## src/rtl/fetch_unit_pkg.sv

```systemverilog
// Shared definitions for the instruction fetch stage: opcode map, opcode field
// position, the bubble instruction and the fetch FSM state encoding.
package fetch_unit_pkg;

  localparam logic [3:0] OP_LOAD   = 4'b0000;
  localparam logic [3:0] OP_STORE  = 4'b0001;
  localparam logic [3:0] OP_JUMP   = 4'b0010;
  localparam logic [3:0] OP_BUBBLE = 4'b0011;
  localparam logic [3:0] OP_BRZ    = 4'b0100;
  localparam logic [3:0] OP_CTYPE  = 4'b1000;
  localparam logic [3:0] OP_ADDI   = 4'b1100;
  localparam logic [3:0] OP_SUBI   = 4'b1101;
  localparam logic [3:0] OP_ANDI   = 4'b1110;
  localparam logic [3:0] OP_ORI    = 4'b1111;

  localparam int OPC_HI = 15;
  localparam int OPC_LO = 12;

  localparam logic [15:0] NOP_INSTR = 16'h3000;

  typedef enum logic {
    FETCH = 1'b0,
    ISSUE = 1'b1
  } fetch_state_e;

endpackage

```

## src/rtl/fetch_unit_if.sv

```systemverilog
// Bus between the fetch stage, instruction memory, the control unit and the
// branch/jump redirect logic. master = fetch stage, slave = its environment.
interface fetch_unit_if #(
  parameter int ADDR_W  = 12,
  parameter int INSTR_W = 16
);

  logic               imem_req;
  logic [ADDR_W-1:0]  imem_addr;
  logic               imem_ack;
  logic [INSTR_W-1:0] imem_rdata;

  logic [INSTR_W-1:0] instr;
  logic [3:0]         opcode;
  logic [ADDR_W-1:0]  pc_out;
  logic [ADDR_W-1:0]  pc_plus1;
  logic               instr_valid;
  logic               instr_ready;

  logic               redirect;
  logic [ADDR_W-1:0]  redirect_target;
  logic [15:0]        instr_count;

  modport master (
    output imem_req, imem_addr, instr, opcode, pc_out, pc_plus1,
           instr_valid, instr_count,
    input  imem_ack, imem_rdata, instr_ready, redirect, redirect_target
  );

  modport slave (
    input  imem_req, imem_addr, instr, opcode, pc_out, pc_plus1,
           instr_valid, instr_count,
    output imem_ack, imem_rdata, instr_ready, redirect, redirect_target
  );

endinterface

```

## src/rtl/fetch_unit.sv

```systemverilog
// Instruction fetch stage: owns the PC, fetches over req/ack, holds the fetched
// word in the instruction register and hands it to the control unit.
module fetch_unit #(
  parameter int                 ADDR_W    = 12,
  parameter int                 INSTR_W   = 16,
  parameter logic [ADDR_W-1:0]  RESET_PC  = '0,
  parameter logic [INSTR_W-1:0] NOP_INSTR = fetch_unit_pkg::NOP_INSTR
) (
  input logic          clk,
  input logic          rst,
  fetch_unit_if.master bus
);

  import fetch_unit_pkg::*;

  fetch_state_e       state_q, state_d;
  logic [ADDR_W-1:0]  pc_q, pc_d;
  logic [ADDR_W-1:0]  pc_out_q, pc_out_d;
  logic [ADDR_W-1:0]  redir_pc_q, redir_pc_d;
  logic               pend_q, pend_d;
  logic [INSTR_W-1:0] instr_q, instr_d;
  logic [15:0]        cnt_q, cnt_d;

  always_ff @(posedge clk) begin
    if (rst) begin
      state_q <= FETCH;
      pc_q    <= RESET_PC;
      pend_q  <= 1'b0;
      instr_q <= NOP_INSTR;
      cnt_q   <= '0;
    end else begin
      state_q <= state_d;
      pc_q    <= pc_d;
      pend_q  <= pend_d;
      instr_q <= instr_d;
      cnt_q   <= cnt_d;
    end
  end

  // Address holders only matter once written, so they carry no reset.
  always_ff @(posedge clk) begin
    pc_out_q   <= pc_out_d;
    redir_pc_q <= redir_pc_d;
  end

  always_comb begin
    state_d    = state_q;
    pc_d       = pc_q;
    pc_out_d   = pc_out_q;
    redir_pc_d = redir_pc_q;
    pend_d     = pend_q;
    instr_d    = instr_q;
    cnt_d      = cnt_q;

    unique case (state_q)
      FETCH: begin
        if (bus.imem_ack) begin
          if (bus.redirect) begin
            pc_d   = bus.redirect_target;
            pend_d = 1'b0;
          end else if (pend_q) begin
            pc_d   = redir_pc_q;
            pend_d = 1'b0;
          end else begin
            instr_d  = bus.imem_rdata;
            pc_out_d = pc_q;
            state_d  = ISSUE;
          end
        end else if (bus.redirect) begin
          // imem_addr must not move mid-request; park the target until ack.
          redir_pc_d = bus.redirect_target;
          pend_d     = 1'b1;
        end
      end

      ISSUE: begin
        if (bus.instr_ready) begin
          cnt_d = cnt_q + 16'd1;
        end
        if (bus.redirect) begin
          pc_d    = bus.redirect_target;
          state_d = FETCH;
        end else if (bus.instr_ready) begin
          pc_d    = pc_out_q + ADDR_W'(1);
          state_d = FETCH;
        end
      end

      default: state_d = FETCH;
    endcase
  end

  always_comb begin
    bus.imem_req    = (state_q == FETCH) && !rst;
    bus.imem_addr   = pc_q;
    bus.instr_valid = (state_q == ISSUE);
    bus.instr       = instr_q;
    bus.opcode      = (state_q == ISSUE) ? instr_q[OPC_HI:OPC_LO] : OP_BUBBLE;
    bus.pc_out      = pc_out_q;
    bus.pc_plus1    = pc_out_q + ADDR_W'(1);
    bus.instr_count = cnt_q;
  end

endmodule
```

## src/flat_wrapper.sv

```systemverilog
// flat-port wrapper written by rule: the top's interface ports become plain ports
module fetch_unit_flat import fetch_unit_pkg::*;
#(
  parameter int                 ADDR_W    = 12,
  parameter int                 INSTR_W   = 16,
  parameter logic [ADDR_W-1:0]  RESET_PC  = '0,
  parameter logic [INSTR_W-1:0] NOP_INSTR = fetch_unit_pkg::NOP_INSTR
)
  (clk, rst, bus_imem_req, bus_imem_addr, bus_instr, bus_opcode, bus_pc_out, bus_pc_plus1, bus_instr_valid, bus_instr_count, bus_imem_ack, bus_imem_rdata, bus_instr_ready, bus_redirect, bus_redirect_target);
  fetch_unit_if #(.ADDR_W(ADDR_W), .INSTR_W(INSTR_W)) bus_i ();
  input logic clk;
  input logic rst;
  output wire logic [$bits(bus_i.imem_req)-1:0] bus_imem_req;
  output wire logic [$bits(bus_i.imem_addr)-1:0] bus_imem_addr;
  output wire logic [$bits(bus_i.instr)-1:0] bus_instr;
  output wire logic [$bits(bus_i.opcode)-1:0] bus_opcode;
  output wire logic [$bits(bus_i.pc_out)-1:0] bus_pc_out;
  output wire logic [$bits(bus_i.pc_plus1)-1:0] bus_pc_plus1;
  output wire logic [$bits(bus_i.instr_valid)-1:0] bus_instr_valid;
  output wire logic [$bits(bus_i.instr_count)-1:0] bus_instr_count;
  input wire logic [$bits(bus_i.imem_ack)-1:0] bus_imem_ack;
  input wire logic [$bits(bus_i.imem_rdata)-1:0] bus_imem_rdata;
  input wire logic [$bits(bus_i.instr_ready)-1:0] bus_instr_ready;
  input wire logic [$bits(bus_i.redirect)-1:0] bus_redirect;
  input wire logic [$bits(bus_i.redirect_target)-1:0] bus_redirect_target;
  assign bus_imem_req = bus_i.imem_req;
  assign bus_imem_addr = bus_i.imem_addr;
  assign bus_instr = bus_i.instr;
  assign bus_opcode = bus_i.opcode;
  assign bus_pc_out = bus_i.pc_out;
  assign bus_pc_plus1 = bus_i.pc_plus1;
  assign bus_instr_valid = bus_i.instr_valid;
  assign bus_instr_count = bus_i.instr_count;
  assign bus_i.imem_ack = bus_imem_ack;
  assign bus_i.imem_rdata = bus_imem_rdata;
  assign bus_i.instr_ready = bus_instr_ready;
  assign bus_i.redirect = bus_redirect;
  assign bus_i.redirect_target = bus_redirect_target;
  fetch_unit #(.ADDR_W(ADDR_W), .INSTR_W(INSTR_W), .RESET_PC(RESET_PC), .NOP_INSTR(NOP_INSTR)) u_core (.clk(clk), .rst(rst), .bus(bus_i));
endmodule
```

## config.mk

```make
export PLATFORM = sky130hd
export DESIGN_NAME = fetch_unit_flat
export DESIGN_NICKNAME = d
export VERILOG_FILES = /design/src/rtl/fetch_unit_pkg.sv /design/src/rtl/fetch_unit_if.sv /design/src/rtl/fetch_unit.sv /design/src/flat_wrapper.sv
export SDC_FILE = /design/constraint.sdc
export NUM_CORES = 1
export LEC_CHECK = 0
export ABC_AREA = 1
export CORE_ASPECT_RATIO = 2
export CORE_MARGIN = 4
export CORE_UTILIZATION = 46
export CTS_CLUSTER_SIZE = 16
export DETAILED_ROUTE_END_ITERATION = 10
export PLACE_DENSITY = 0.8
export SYNTH_ARGS = -nofsm -noshare
export SYNTH_HDL_FRONTEND = slang
export SYNTH_SLANG_ARGS = --single-unit
```

## constraint.sdc

```tcl
create_clock -name clk -period 2.61 [get_ports clk]
set_input_delay 0.783 -clock clk [delete_from_list [all_inputs] [get_ports clk]]
set_output_delay 0.783 -clock clk [all_outputs]
set_load 0.01 [all_outputs]
```

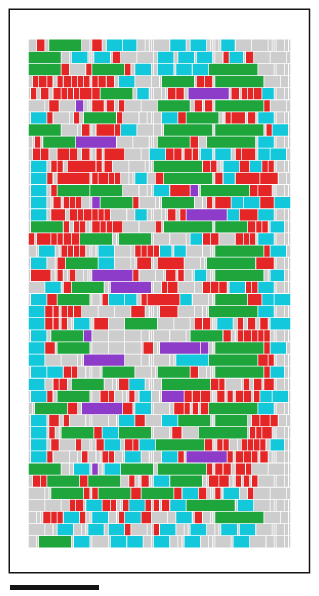
Fig. 1. Placement by cell class (run 1).
Bar = 20 µm. Fill, decap, tap and diode cells in grey.
legend:
  red:
    class: all other logic
    cells: 294
    share_of_their_area: 32%
  purple:
    class: clock drivers and dummy loads
    cells: 16
    share_of_their_area: 5.8%
  cyan:
    class: other buffers and delay cells
    cells: 126
    share_of_their_area: 26%
  green:
    class: flip-flops
    cells: 70
    share_of_their_area: 36%

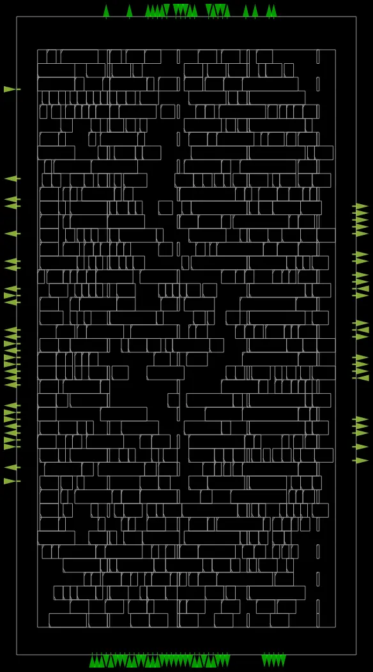
Fig. 2. Cell outlines without signal wires (run 1).
core area: 6730 µm²
Tapcells: 88
non-filler cells in the finished layout: 594

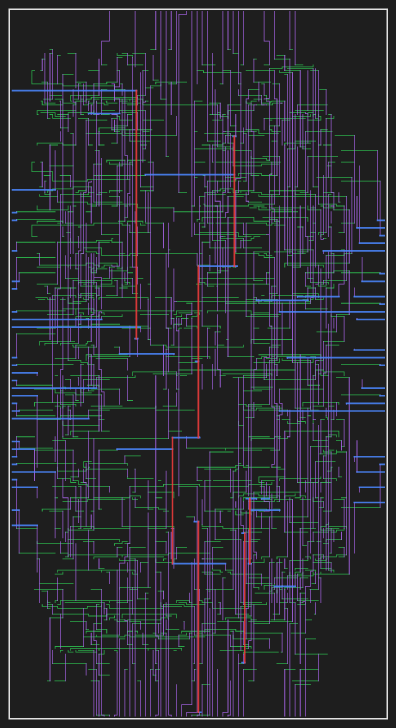
Fig. 3. Wiring by layer (run 1).
legend:
  red:
    layer: met4
    wire_length: 189 µm
  green:
    layer: met1
    wire_length: 3090 µm
  purple:
    layer: met2
    wire_length: 5010 µm
  blue:
    layer: met3
    wire_length: 360 µm

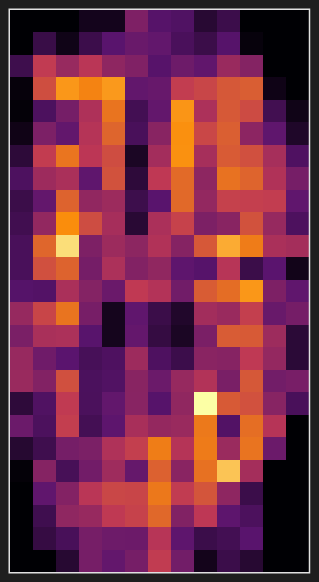
Fig. 4. Routed metal per tile (run 1).
13 x 25 tiles, from black (low) to pale yellow (high), scaled to the fullest tile. Values are wire area over tile area, all layers added.
tiles over half the peak: 25%
fullest tile: 0.47
nearly empty tiles: 10%
mean over tiles: 0.16

==> results_slide.txt, run 1 <==
Physical Implementation Snapshot

CTS
  • Max clock buf depth: 2
  • Post-CTS Setup Inserts: 5

Synth
  • Largest type area fraction: 28.6%
  • Post-Synthesis Cells: 378
  • Aoi share: 13.2%
  • Cell Area, Synth: 3220 µm²
  • Top area cell types: dfxtp_1 (29%), edfxtp_1 (22%), nand2_1 (7.5%)
  • Mean area per synthesized cell: 8.51 µm²
  • Yosys cell count: 378
  • Synth area leader: dfxtp_1
  • Post-synth seq share: 51.1%
  • Mux area share: 0.311%
  • Synth Area in XOR/XNOR: 1.91%
  • Floorplan Nets: 413
  • YS chip area: 3220 µm²

Floorplan
  • Die width: 67.1 µm
  • Core Util at FP: 47.8%
  • Die height: 126 µm
  • Std cell rows: 42
  • Io pins: 107

Pwr
  • Comb power: 0.401 mW
  • Tot Pwr: 2.71 mW
  • Net Switching: 0.647 mW
  • Sequential share of power: 45.5%
  • Max power group: sequential cells
  • Switching portion of total power: 23.9%

Layout
  • FFs & Latches: 70
  • Register area: 1640 µm²
  • Antenna Cells: 0
  • Dominant kind of cell: registers
  • Non-clock buffer share: 25.7%
  • Logic cell area: 1340 µm²
  • Share of cells above drive strength 1: 14.0%
  • Fill cells: 544
  • Inverters: 39
  • Layout clock buffer count: 11
  • Comb/total area: 28.3%
  • Final #Nets: 536
  • Most frequent cells in the layout: clkdlybuf4s50_1 (96), nand2_1 (63), dfxtp_1 (46), nor2_1 (45), inv_1 (36)
  • Post-Layout Inst Area: 4730 µm²

Placement
  • Place WS: -15.5 ps
  • I/O Buffers: 106
  • GPL Wtd Cong: 0.768

Worst hold path
  • Worst hold path startpoint: u_core.bus.imem_addr[8]$_SDFFE_PP0P_

Timing
  • Max_slew headroom: 72.6%
  • Clock Skew: 4.13 ps
  • Final Cycle Share: 96.7%
  • Worst Max-Slew Pin Slew: 410 ps

Status
  • Status: finished clean

Setup path
  • Crit. path cell count: 6
  • CP endpoint: bus_pc_plus1[9]
  • Worst setup path startpoint: u_core.bus.pc_out[2]$_DFFE_PP_
  • Crit. End Element: output pin
  • CP Class: flip-flop to output pin
  • WP data required: 1830 ps
  • Top cell family by delay on the critical path: simple AND/OR/NAND/NOR gates
  • Peak per-stage delay on the critical path: 430 ps

GRT
  • GRT busiest layer: met2
  • Met3 Usage GRT: 4.72%
  • M1 GR Usage: 21.3%
  • Tot GR Track Use: 21.7%

Drt
  • Routed Antenna Nets: 0
  • DR iter-0 viols: 125
  • Metal2 WL: 5010 µm
  • Metal-1 WL: 3090 µm
  • Via count: 2964
  • Final wirelength: 8640 µm
==> run 2, diff against run 1 <==
--- a/config.mk
+++ b/config.mk
@@ -9,8 +9,10 @@
 export CORE_ASPECT_RATIO = 2
 export CORE_MARGIN = 4
 export CORE_UTILIZATION = 46
+export CTS_CLUSTER_DIAMETER = 80
 export CTS_CLUSTER_SIZE = 16
 export DETAILED_ROUTE_END_ITERATION = 10
+export HOLD_SLACK_MARGIN = 0.1
 export PLACE_DENSITY = 0.8
 export SYNTH_ARGS = -nofsm -noshare
 export SYNTH_HDL_FRONTEND = slang
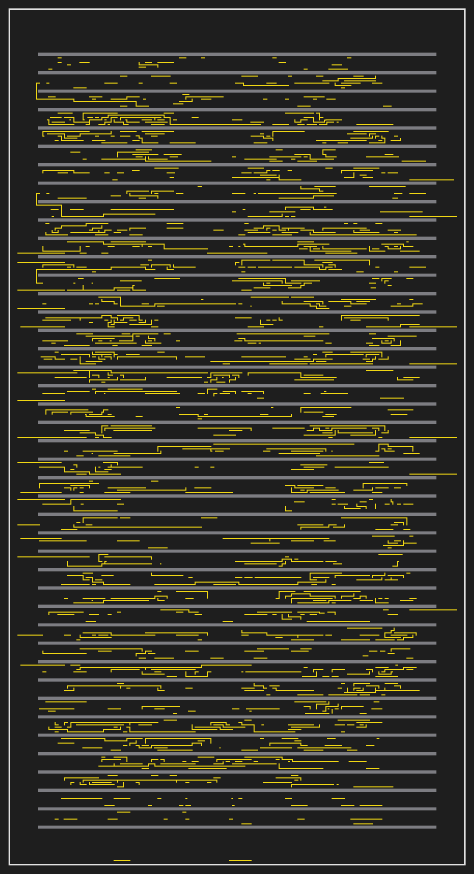
Fig. 5. Signal wires on met1 (run 2).
Supply wires on this layer in grey.
longest straight run: 20.7 µm
main direction: horizontal

==> results_slide.txt, run 2 <==
Physical Implementation Snapshot

Placement
  • Placed insts: 570
  • GPL Wtd Cong: 0.768 (unchanged)
  • I/O Buffers: 106 (unchanged)
  • Place WS: -15.5 ps (unchanged)

Setup path
  • Crit. End Element: output pin
  • Peak per-stage delay on the critical path: 430 ps (about the same)
  • CP endpoint: bus_pc_plus1[9]
  • CP Class: flip-flop to output pin
  • Critical-path cell list: nand2_1, nor2_4, buf_4, nand4_1, and2_1, dlygate4sd2_1
  • Top cell family by delay on the critical path: simple AND/OR/NAND/NOR gates
  • Buf/Inv on CP: 2
  • WP data required: 1830 ps (about the same)
  • Worst setup path startpoint: u_core.bus.pc_out[2]$_DFFE_PP_
  • Crit. path cell count: 6 (unchanged)

Pwr
  • Tot Pwr: 2.71 mW (unchanged)
  • P_seq: 1.23 mW
  • Switching portion of total power: 23.9% (unchanged)
  • Max power group: sequential cells
  • Net Switching: 0.647 mW (unchanged)
  • Comb power: 0.401 mW (about the same)
  • Sequential share of power: 45.5% (about the same)

Layout
  • Register area: 1640 µm² (unchanged)
  • Fill cells: 544 (unchanged)
  • Logic cell area: 1340 µm² (unchanged)
  • Comb/total area: 28.3% (unchanged)
  • Layout clock buffer count: 11 (unchanged)
  • Post-Layout Inst Area: 4730 µm² (unchanged)
  • Share of cells above drive strength 1: 14.0% (unchanged)
  • Dominant kind of cell: registers
  • MI comb cells: 255
  • Most frequent cells in the layout: clkdlybuf4s50_1 (96), nand2_1 (63), dfxtp_1 (46), nor2_1 (45), inv_1 (36)
  • FFs & Latches: 70 (unchanged)
  • Final #Nets: 536 (unchanged)
  • Inverters: 39 (unchanged)
  • Non-filler cells in the finished layout: 594 (unchanged)
  • Non-clock buffer share: 25.7% (unchanged)
  • Antenna Cells: 0 (unchanged)

Synth
  • Yosys cell count: 378 (unchanged)
  • Cell Area, Synth: 3220 µm² (unchanged)
  • Synth area leader: dfxtp_1
  • Post-Synthesis Cells: 378 (unchanged)
  • Mux area share: 0.311% (unchanged)
  • Floorplan Nets: 413 (unchanged)
  • Largest type area fraction: 28.6% (unchanged)
  • Cell Type Count: 37
  • Synth Area in XOR/XNOR: 1.91% (unchanged)
  • Top area cell types: dfxtp_1 (29%), edfxtp_1 (22%), nand2_1 (7.5%)
  • Mean area per synthesized cell: 8.51 µm² (unchanged)
  • Aoi share: 13.2% (unchanged)
  • YS chip area: 3220 µm² (unchanged)
  • Post-synth seq share: 51.1% (unchanged)

Floorplan
  • Die height: 126 µm (unchanged)
  • Die width: 67.1 µm (unchanged)
  • Core area: 6730 µm² (unchanged)
  • Core Util at FP: 47.8% (unchanged)
  • Std cell rows: 42 (unchanged)
  • Io pins: 107 (unchanged)
  • Tapcells: 88 (unchanged)

Timing
  • Worst Max-Slew Pin Slew: 410 ps (unchanged)
  • Setup WS post-layout: 86.8 ps
  • Final setup viols: 0
  • Final Cycle Share: 96.7% (unchanged)
  • Max_slew headroom: 72.6% (unchanged)
  • Clock Skew: 4.13 ps (unchanged)

Status
  • Status: finished clean

Drt
  • Via/cell ratio: 4.99
  • Via count: 2964 (unchanged)
  • Metal2 WL: 5010 µm (unchanged)
  • Metal-1 WL: 3090 µm (unchanged)
  • Routed Antenna Nets: 0 (unchanged)
  • DR iter-0 viols: 125 (unchanged)
  • Final wirelength: 8640 µm (unchanged)

GRT
  • Tot GR Track Use: 21.7% (unchanged)
  • Met2 Use GR: 41.2%
  • Met3 Usage GRT: 4.72% (unchanged)
  • GRT busiest layer: met2
  • M1 GR Usage: 21.3% (unchanged)

CTS
  • Max clock buf depth: 2 (unchanged)
  • Clk slew on worst S/H paths: 50 ps
  • Post-CTS Setup Inserts: 5 (unchanged)

Run
  • Max_cap viols: 0

Worst hold path
  • Worst hold path startpoint: u_core.bus.imem_addr[8]$_SDFFE_PP0P_
Power is estimated from default activity; no workload was simulated.
